**Metal 1**

The bar under the picture is 20 µm long. Supply wires on this layer in grey.
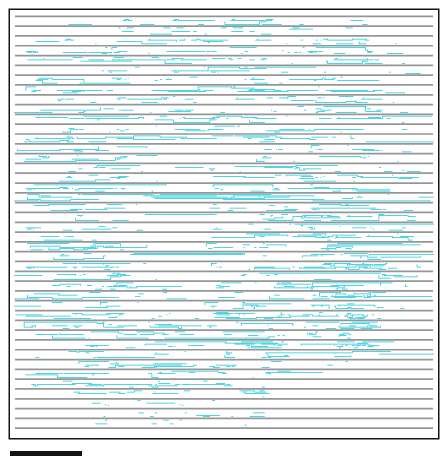
**M2 wires**

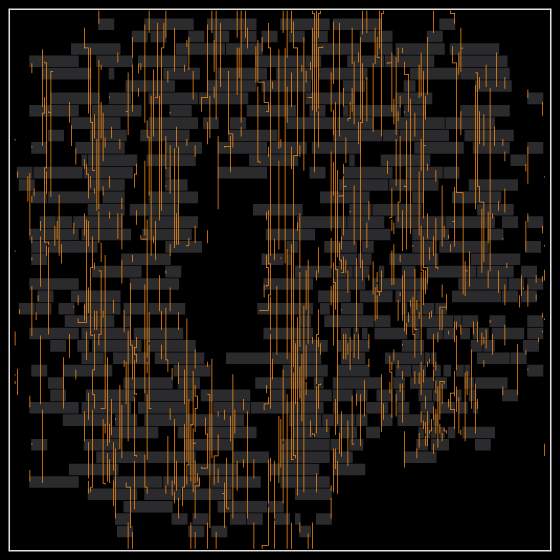
**M3 wires**

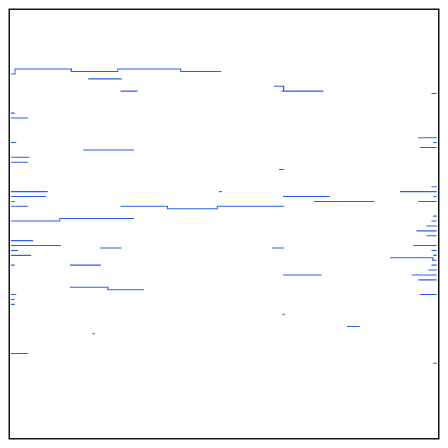
**config.mk**
```make
export PLATFORM = sky130hd
export DESIGN_NAME = input_port_unit
export DESIGN_NICKNAME = d
export VERILOG_FILES = /design/src/rtl/input_port_unit_pkg.sv /design/src/rtl/input_port_unit_flit_fifo.sv /design/src/rtl/input_port_unit.sv
export SDC_FILE = /design/constraint.sdc
export NUM_CORES = 1
export LEC_CHECK = 0
export CORE_UTILIZATION = 40
export CTS_BUF_LIST = sky130_fd_sc_hd__clkbuf_4 sky130_fd_sc_hd__clkbuf_8
export DETAILED_ROUTE_END_ITERATION = 10
export GPL_ROUTABILITY_DRIVEN = 0
export GPL_TIMING_DRIVEN = 0
export PLACE_DENSITY = 0.67
export SLEW_MARGIN = 20
export SYNTH_ARGS = -nofsm -noshare
export SYNTH_HDL_FRONTEND = slang
export SYNTH_HIERARCHICAL = 1
export SYNTH_SLANG_ARGS = --single-unit
```
**constraint.sdc**
```tcl
create_clock -name clk -period 4.2 [get_ports clk]
set_clock_uncertainty 0.1 [all_clocks]
set_input_delay 0.84 -clock clk [delete_from_list [all_inputs] [get_ports clk]]
set_output_delay 0.84 -clock clk [all_outputs]
set_load 0.02 [all_outputs]
```
**src/rtl/input_port_unit_pkg.sv**
```systemverilog
// Shared NoC definitions: flit type codes, output/switch port codes, dest-field
// bit positions, input-port FSM states and the XY route helper.
package input_port_unit_pkg;

  localparam logic [1:0] FLIT_HEAD   = 2'b10;
  localparam logic [1:0] FLIT_BODY   = 2'b00;
  localparam logic [1:0] FLIT_TAIL   = 2'b01;
  localparam logic [1:0] FLIT_SINGLE = 2'b11;

  localparam logic [2:0] OUT_LOCAL_PORT = 3'd0;
  localparam logic [2:0] OUT_X1_PORT    = 3'd1;
  localparam logic [2:0] OUT_X2_PORT    = 3'd2;
  localparam logic [2:0] OUT_Y1_PORT    = 3'd3;

  localparam logic [2:0] SW_LOCAL = 3'd0;
  localparam logic [2:0] SW_X1    = 3'd1;
  localparam logic [2:0] SW_X2    = 3'd2;
  localparam logic [2:0] SW_Y1    = 3'd3;
  localparam logic [2:0] SW_NONE  = 3'd7;

  localparam int DEST_X_HI  = 2;
  localparam int DEST_X_LO  = 1;
  localparam int DEST_Y_BIT = 0;

  typedef enum logic {
    ST_IDLE   = 1'b0,
    ST_ACTIVE = 1'b1
  } ipu_state_e;

  // Dimension-ordered routing: resolve X first, then Y, else deliver locally.
  function automatic logic [2:0] xy_route(input logic [1:0] dst_x, input logic dst_y,
                                          input logic [1:0] cur_x, input logic cur_y);
    if (dst_x < cur_x)      return OUT_X1_PORT;
    else if (dst_x > cur_x) return OUT_X2_PORT;
    else if (dst_y != cur_y) return OUT_Y1_PORT;
    else                    return OUT_LOCAL_PORT;
  endfunction

endpackage

```
**src/rtl/input_port_unit_flit_fifo.sv**
```systemverilog
// Synchronous flit FIFO; a write while full is accepted only if a read frees a slot
// in the same cycle. Read data is the head entry (no write-through bypass).
module input_port_unit_flit_fifo #(
  parameter int FLIT_W = 32,
  parameter int DEPTH  = 4,
  localparam int AW    = $clog2(DEPTH),
  localparam int CW    = AW + 1
) (
  input  logic              clk,
  input  logic              rst_n,
  input  logic              wr_en,
  input  logic [FLIT_W-1:0] wr_data,
  input  logic              rd_en,
  output logic [FLIT_W-1:0] rd_data,
  output logic              full,
  output logic              empty,
  output logic [CW-1:0]     count
);

  localparam logic [CW-1:0] DEPTH_C = CW'(DEPTH);

  logic [FLIT_W-1:0] mem_q [DEPTH];
  logic [AW-1:0]     wr_ptr_q, wr_ptr_d;
  logic [AW-1:0]     rd_ptr_q, rd_ptr_d;
  logic [CW-1:0]     count_q, count_d;
  logic              do_rd, do_wr;

  assign empty   = (count_q == '0);
  assign full    = (count_q == DEPTH_C);
  assign count   = count_q;
  assign rd_data = mem_q[rd_ptr_q];

  assign do_rd = rd_en & ~empty;
  assign do_wr = wr_en & (~full | do_rd);

  always_comb begin
    wr_ptr_d = wr_ptr_q;
    rd_ptr_d = rd_ptr_q;
    count_d  = count_q;
    if (do_wr) wr_ptr_d = wr_ptr_q + AW'(1);
    if (do_rd) rd_ptr_d = rd_ptr_q + AW'(1);
    case ({do_wr, do_rd})
      2'b10:   count_d = count_q + CW'(1);
      2'b01:   count_d = count_q - CW'(1);
      default: count_d = count_q;
    endcase
  end

  always_ff @(posedge clk) begin
    if (!rst_n) begin
      wr_ptr_q <= '0;
      rd_ptr_q <= '0;
      count_q  <= '0;
    end else begin
      wr_ptr_q <= wr_ptr_d;
      rd_ptr_q <= rd_ptr_d;
      count_q  <= count_d;
    end
  end

  always_ff @(posedge clk) begin
    if (do_wr) mem_q[wr_ptr_q] <= wr_data;
  end

endmodule

```
**src/rtl/input_port_unit.sv**
```systemverilog
// Router input port: buffers flits, requests the XY output for each packet,
// holds the route for the wormhole, pops one flit per grant and returns credits.
module input_port_unit
  import input_port_unit_pkg::*;
#(
  parameter int FLIT_W = 32,
  parameter int DEPTH  = 4,
  parameter int CUR_X  = 0,
  parameter int CUR_Y  = 0
) (
  input  logic              clk,
  input  logic              rst_n,
  input  logic              en,
  input  logic              in_valid,
  input  logic [FLIT_W-1:0] in_flit,
  input  logic              sw_grant,
  output logic [2:0]        port_dst,
  output logic              port_en,
  output logic [FLIT_W-1:0] flit_out,
  output logic              credit_out,
  output logic              ovf_err,
  output logic              proto_err
);

  localparam int            CW      = $clog2(DEPTH) + 1;
  localparam logic [CW-1:0] DEPTH_C = CW'(DEPTH);
  localparam logic [1:0]    CUR_XL  = CUR_X[1:0];
  localparam logic          CUR_YL  = CUR_Y[0];

  ipu_state_e    state_q, state_d;
  logic [2:0]    route_q, route_d;
  logic          credit_q, credit_d;
  logic          ovf_q, ovf_d;
  logic          proto_q, proto_d;
  logic          pop;
  logic          fifo_full, fifo_empty;
  logic [CW-1:0] fifo_count;
  logic [1:0]    head_type;
  logic [2:0]    head_route;
  logic          head_starts_pkt;

  input_port_unit_flit_fifo #(.FLIT_W(FLIT_W), .DEPTH(DEPTH)) u_flit_fifo (
    .clk     (clk),
    .rst_n   (rst_n),
    .wr_en   (in_valid),
    .wr_data (in_flit),
    .rd_en   (pop),
    .rd_data (flit_out),
    .full    (fifo_full),
    .empty   (fifo_empty),
    .count   (fifo_count)
  );

  assign head_type       = flit_out[FLIT_W-1:FLIT_W-2];
  assign head_route      = xy_route(flit_out[DEST_X_HI:DEST_X_LO], flit_out[DEST_Y_BIT],
                                    CUR_XL, CUR_YL);
  assign head_starts_pkt = (head_type == FLIT_HEAD) || (head_type == FLIT_SINGLE);

  always_comb begin
    state_d  = state_q;
    route_d  = route_q;
    port_en  = 1'b0;
    port_dst = OUT_LOCAL_PORT;
    pop      = 1'b0;
    proto_d  = 1'b0;
    case (state_q)
      ST_IDLE: begin
        port_en = en & ~fifo_empty & head_starts_pkt;
        if (!fifo_empty) port_dst = head_route;
        if (port_en && sw_grant) begin
          pop = 1'b1;
          if (head_type == FLIT_HEAD) begin
            state_d = ST_ACTIVE;
            route_d = head_route;
          end
        end else if (en && !fifo_empty && !head_starts_pkt) begin
          // Orphan BODY/TAIL: drop it without a request but still free the slot.
          pop     = 1'b1;
          proto_d = 1'b1;
        end
      end
      ST_ACTIVE: begin
        port_en  = en & ~fifo_empty;
        port_dst = route_q;
        if (port_en && sw_grant) begin
          pop = 1'b1;
          if (head_type == FLIT_TAIL) state_d = ST_IDLE;
        end
      end
      default: state_d = ST_IDLE;
    endcase
    credit_d = pop;
    ovf_d    = in_valid & fifo_full & ~pop;
  end

  always_ff @(posedge clk) begin
    if (!rst_n) begin
      state_q  <= ST_IDLE;
      route_q  <= OUT_LOCAL_PORT;
      credit_q <= 1'b0;
      ovf_q    <= 1'b0;
      proto_q  <= 1'b0;
    end else begin
      state_q  <= state_d;
      route_q  <= route_d;
      credit_q <= credit_d;
      ovf_q    <= ovf_d;
      proto_q  <= proto_d;
    end
  end

  assign credit_out = credit_q;
  assign ovf_err    = ovf_q;
  assign proto_err  = proto_q;

  a_count_range: assert property (@(posedge clk) disable iff (!rst_n)
    (fifo_count <= DEPTH_C) && (fifo_full == (fifo_count == DEPTH_C)));

endmodule

```
==> impl_metrics.json <==
{
  "outcome": "completed",
  "inv_count": 5,
  "ctsHoldBuffers": 0,
  "flops": 143,
  "via_per_inst": 4.85,
  "cp.arrival_ns": 3.07,
  "clock_power_share": 0.342,
  "postSynthAreaPerCell_um2": 20.9,
  "flop_cell": "edfxtp_1",
  "ys_seq_frac": 0.761,
  "holdWs_ns": 0.373,
  "worst_ep_required_time_ns": 3.26,
  "num-nets-final": 400,
  "largest_area_cell": "edfxtp_1",
  "swShare": 0.215,
  "relSlewSlack": 0.514,
  "grt_max_degree": 26,
  "worst_pin_slew_ns": 0.729,
  "met2_length_mm": 4.76,
  "holdPathStages": 2,
  "grt_pass1_wl_mm": 14.9,
  "r2r_cells": 10,
  "final.setup.worst_slack_ns": 0.187,
  "top_register": "u_flit_fifo/mem_q",
  "maxPowerGroup": "sequential cells",
  "synth-seq-cells": 143,
  "critPathCaptureType": "output pin",
  "cp_max_fo": 10,
  "first_pass_iters": 4,
  "ios": 76,
  "p_leak_uw": 0.00224,
  "yosys_cells": 261,
  "place_area_um2": 6510,
  "p_int_uw": 2310,
  "p_comb_uw": 295,
  "sh_comb_area": 0.179,
  "synth_warnings": 6,
  "r2r-end": "u_flit_fifo/count[2]",
  "grt_use_met2": 0.235,
  "drv_cap": 0,
  "simple_gate_area_frac": 0.0459,
  "signal_buffer_area_fraction": 0.131,
  "finalSetupViolCount": 0,
  "lay_top_count": "edfxtp_1",
  "post-route-util": 0.519,
  "topCellsByArea": "edfxtp_1, mux4_2, dfxtp_1",
  "clk_path_buf_depth": 2,
  "grtUsageTotal": 0.146,
  "cts.sinks": 143,
  "rows": 42,
  "rsz0062_at_grt": "false",
  "cp-start-kind": "register",
  "hold_viol_final": 0,
  "clkCellAreaFrac": 0.0524,
  "cts_buffers": 17,
  "final_layout_size_suffix_gt1_frac": 0.200,
  "p_switching_uw": 631,
  "grt.overflow.total": 0,
  "hold_class": "register to register",
  "p_total_uw": 2940,
  "final_cell_mix": "edfxtp_1, clkdlybuf4s50_1, mux4_2",
  "maxSlewViolCount": 0,
  "crit_end": "port_dst[1]",
  "logic_area_um2": 1230,
  "largest_reg_flops": 128,
  "placedCellCount": 515,
  "postCtsSetupBuffers": 0,
  "setup-tns-final_ns": 0,
  "logic_gates": 103,
  "wl_met3_um": 421,
  "xor_area_frac": 0.00804,
  "tapCellCount": 176,
  "drtIter0Drc": 162,
  "htreeDepth": 4,
  "min_from": "route_q[1]",
  "seq_area_um2": 4140,
  "route.detailed.drc": 0,
  "fin_crit_ns": 4.01
}
-- 'metal 1' (at the start) --
main direction: horizontal
nets with wire on the layer: 360
wire length on this layer: 4260 µm
share of all routed wire: 44%

-- 'M2 wires' (at the start) --
wire length on this layer: 4760 µm
share of all routed wire: 50%
longest straight run: 47.3 µm
nets with wire on the layer: 363
main direction: vertical

-- 'M3 wires' (at the start) --
wire length on this layer: 421 µm
main direction: horizontal
nets with wire on the layer: 46
longest straight run: 20.5 µm
share of all routed wire: 4.4%
GR Util met3: 0.0483
vias after detailed routing: 2647
Routed WL: 9.59 mm

==> Yosys cell counts, drive strengths merged, types with 2 or more instances <==
| master | number |
|---|---|
| and2 | 10 |
| xnor2 | 2 |
| inv | 5 |
| edfxtp | 128 |
| and2b | 2 |
| nand3b | 2 |
| ha | 4 |
| o21a | 2 |
| xor2 | 3 |
| mux2i | 4 |
| nor2 | 7 |
| mux4 | 32 |
| nor3 | 2 |
| nor2b | 2 |
| nand2 | 10 |
| o21ai | 2 |
| dfxtp | 15 |
| buf | 9 |
| a22o | 2 |
==> critical path: stages (launching register included) <==
cell and delay (ns):
dfxtp_1 0.31, clkbuf_1 0.27, buf_4 0.32, mux4_2 0.59
or3_4 0.39, a22o_1 0.23, clkdlybuf4s50_1 0.54
